==> config.mk <==
export PLATFORM = sky130hd
export DESIGN_NAME = uart_tx_fifo
export DESIGN_NICKNAME = d
export VERILOG_FILES = /design/src/rtl/uart_pkg.sv /design/src/rtl/sync_fifo.sv /design/src/rtl/uart_tx_fifo.sv
export SDC_FILE = /design/constraint.sdc
export NUM_CORES = 1
export LEC_CHECK = 0
export ABC_AREA = 1
export CAP_MARGIN = 20
export CORE_ASPECT_RATIO = 1.75
export CORE_MARGIN = 4
export CORE_UTILIZATION = 60
export DETAILED_ROUTE_END_ITERATION = 10
export GPL_TIMING_DRIVEN = 0
export PLACE_DENSITY = 0.74
export SYNTH_ARGS = -nofsm -noshare
export SYNTH_HDL_FRONTEND = slang
export SYNTH_SLANG_ARGS = --single-unit
==> constraint.sdc <==
create_clock -name clk -period 9.2 [get_ports clk]
set_input_delay 1.38 -clock clk [delete_from_list [all_inputs] [get_ports clk]]
set_output_delay 1.38 -clock clk [all_outputs]
set_load 0.01 [all_outputs]
==> images/clk_routes.png <==
Scale bar: 20 um.
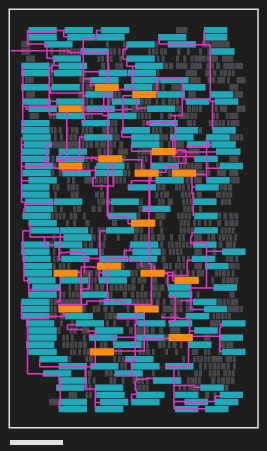
[magenta] clock wires | length: 1,880 um
[orange] clock drivers | count: 17
[cyan] flip-flops | count: 172
routed clock nets	18
clk_skew: 0.0119 ns
Latency at later pin: 0.44 ns
clk pwr: 0.000733 W

==> images/metal_density.png <==
The die is cut into 19 by 32 equal tiles; dark blue is low, red is high, scaled to the fullest tile. Values are wire area over tile area, all layers added.
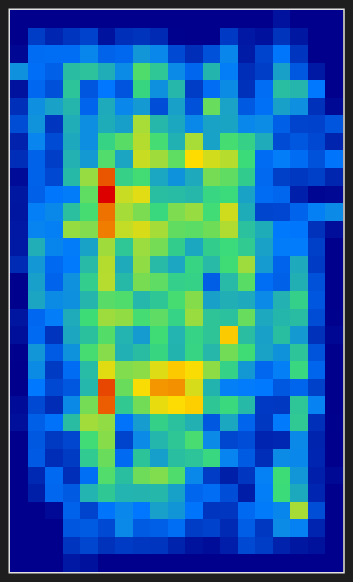
densest ninth of the die	center
mean over tiles	0.20
tiles over half the peak	17%
WL/cell: 18.4 um
overall routed net length: 18,500 um
Vias: 5,501
All-Layer GR Usage: 26.5%

==> images/sizes.png <==
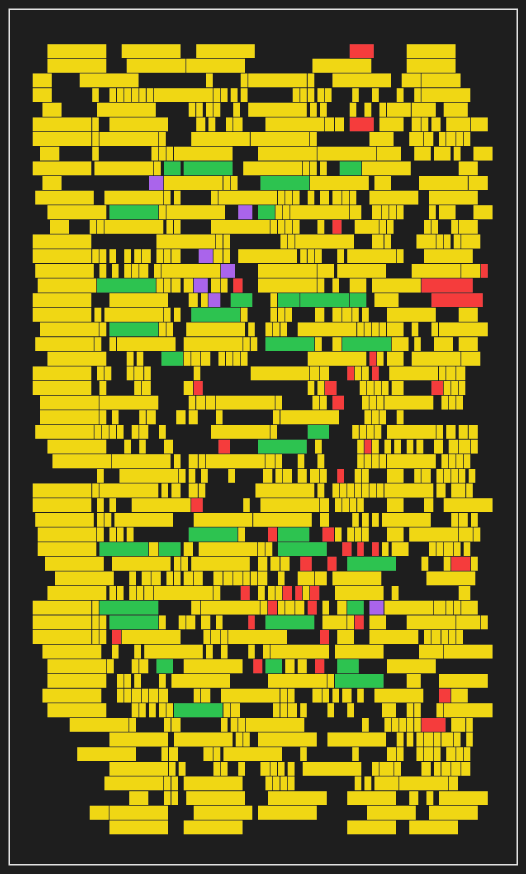
color	size	cells	share	most used
red	_2 cells	40	4.8%	buf_2
purple	_3 and _4 cells	7	0.84%	buf_4
green	_6 and larger	33	3.9%	clkbuf_16
yellow	_0 and _1 cells	758	90%	nand2_1
final worst setup slack: 5.81 ns
synthesis-to-finish area growth: 13.2%

==> notes.md <==
run metrics: r2r setup slk around 5.8 ns, Worst path depth 7, Slew headroom 32.7%, H-tree Lvls 4, initial antenna violation count 0, Comb gate area around 2300 um2, Yosys top cell by instances nand2_1, critical path data required time approximately 9.6 ns, sequential cell area share around 56%, Placed Instances approximately 970, OpenROAD warnings 30, share of total power in the clock network between 30 and 40%, vias per inst around 5.5, synth cell count leaders nand2_1 (268), edfxtp_1 (128), inv_1 (96), Unique masters post-synth 36, total internal power roughly 0.0014 W, most frequent cells in the layout nand2_1 (268), edfxtp_1 (128), inv_1 (95), hold_ws roughly 0.46 ns, chip height approximately 160 um, Mux area share 0%, Reg power frac between 40% and 50%, Synth async-reset ratio 25.6%, cells on worst reg2reg path 13, comb area leader simple AND/OR/NAND/NOR gates, cell mode on critical path nor2_1, sequential power slightly below 0.001 W, Top pwr grp sequential cells, crit-path cells clkdlybuf4s50_1, inv_1, nor2_1, ha_1, fa_1, or4_1, nor2_1, Sink Count approximately 170, critical path's largest stage delay approximately 0.57 ns, vias in the first global route 5,410, cell area after layout between 8000 and 9000 um2, fraction of the mapped netlist area in adder cells under 10%, CP max stage cell or4_1, Synth Warn # 0, Tapcells between 150 and 200, Max clock buf depth 2, Flops ~170, leak pwr ~3.9 nW, worst setup path category input port to flop, Sequential Area between 4000 and 5000 um2, die area approximately 15,000 um2, global placer's final weighted congestion between 0.9 and 1, global routing usage on met2 between 40% and 50%, Gate power share between 10% and 20%, Post-Synth Simple-Gate Area 22.9%, M1 GR Usage between 20% and 30%, Placed Instance Area just over 8000 um2, Period minus WS final ~3.4 ns, Boundary Pins 22, sw power around 0.00055 W, Comb area share between 20% and 30%, met3 Track Usage GR under 10%, main flop type edfxtp_1, Resized Gates After CTS 0, Syn Std Cell Area roughly 7800 um2, HPWL after DPL approximately 13,000 um, Cell area leaders edfxtp_1 (49%), dfrtp_1 (14%), nand2_1 (13%), metal3 WL between 1000 and 1500 um, VDD IR max 0.205 mV, CP arrival between 3 and 4 ns, GRT overflow 0, Post-Route Setup TNS 0 ns, final-layout non-clock buffer area share under 10%, Clock-cell share under 10%, largest area contributor in the netlist edfxtp_1, final hold vios 0, status finished clean, fin crit share ~37%, share of cells above drive strength 1 under 10%, largest net degree at the start of global routing ~45, Non-Clock Buffer Count ~47
No activity file was given, so power comes from the tool's default toggle rates.
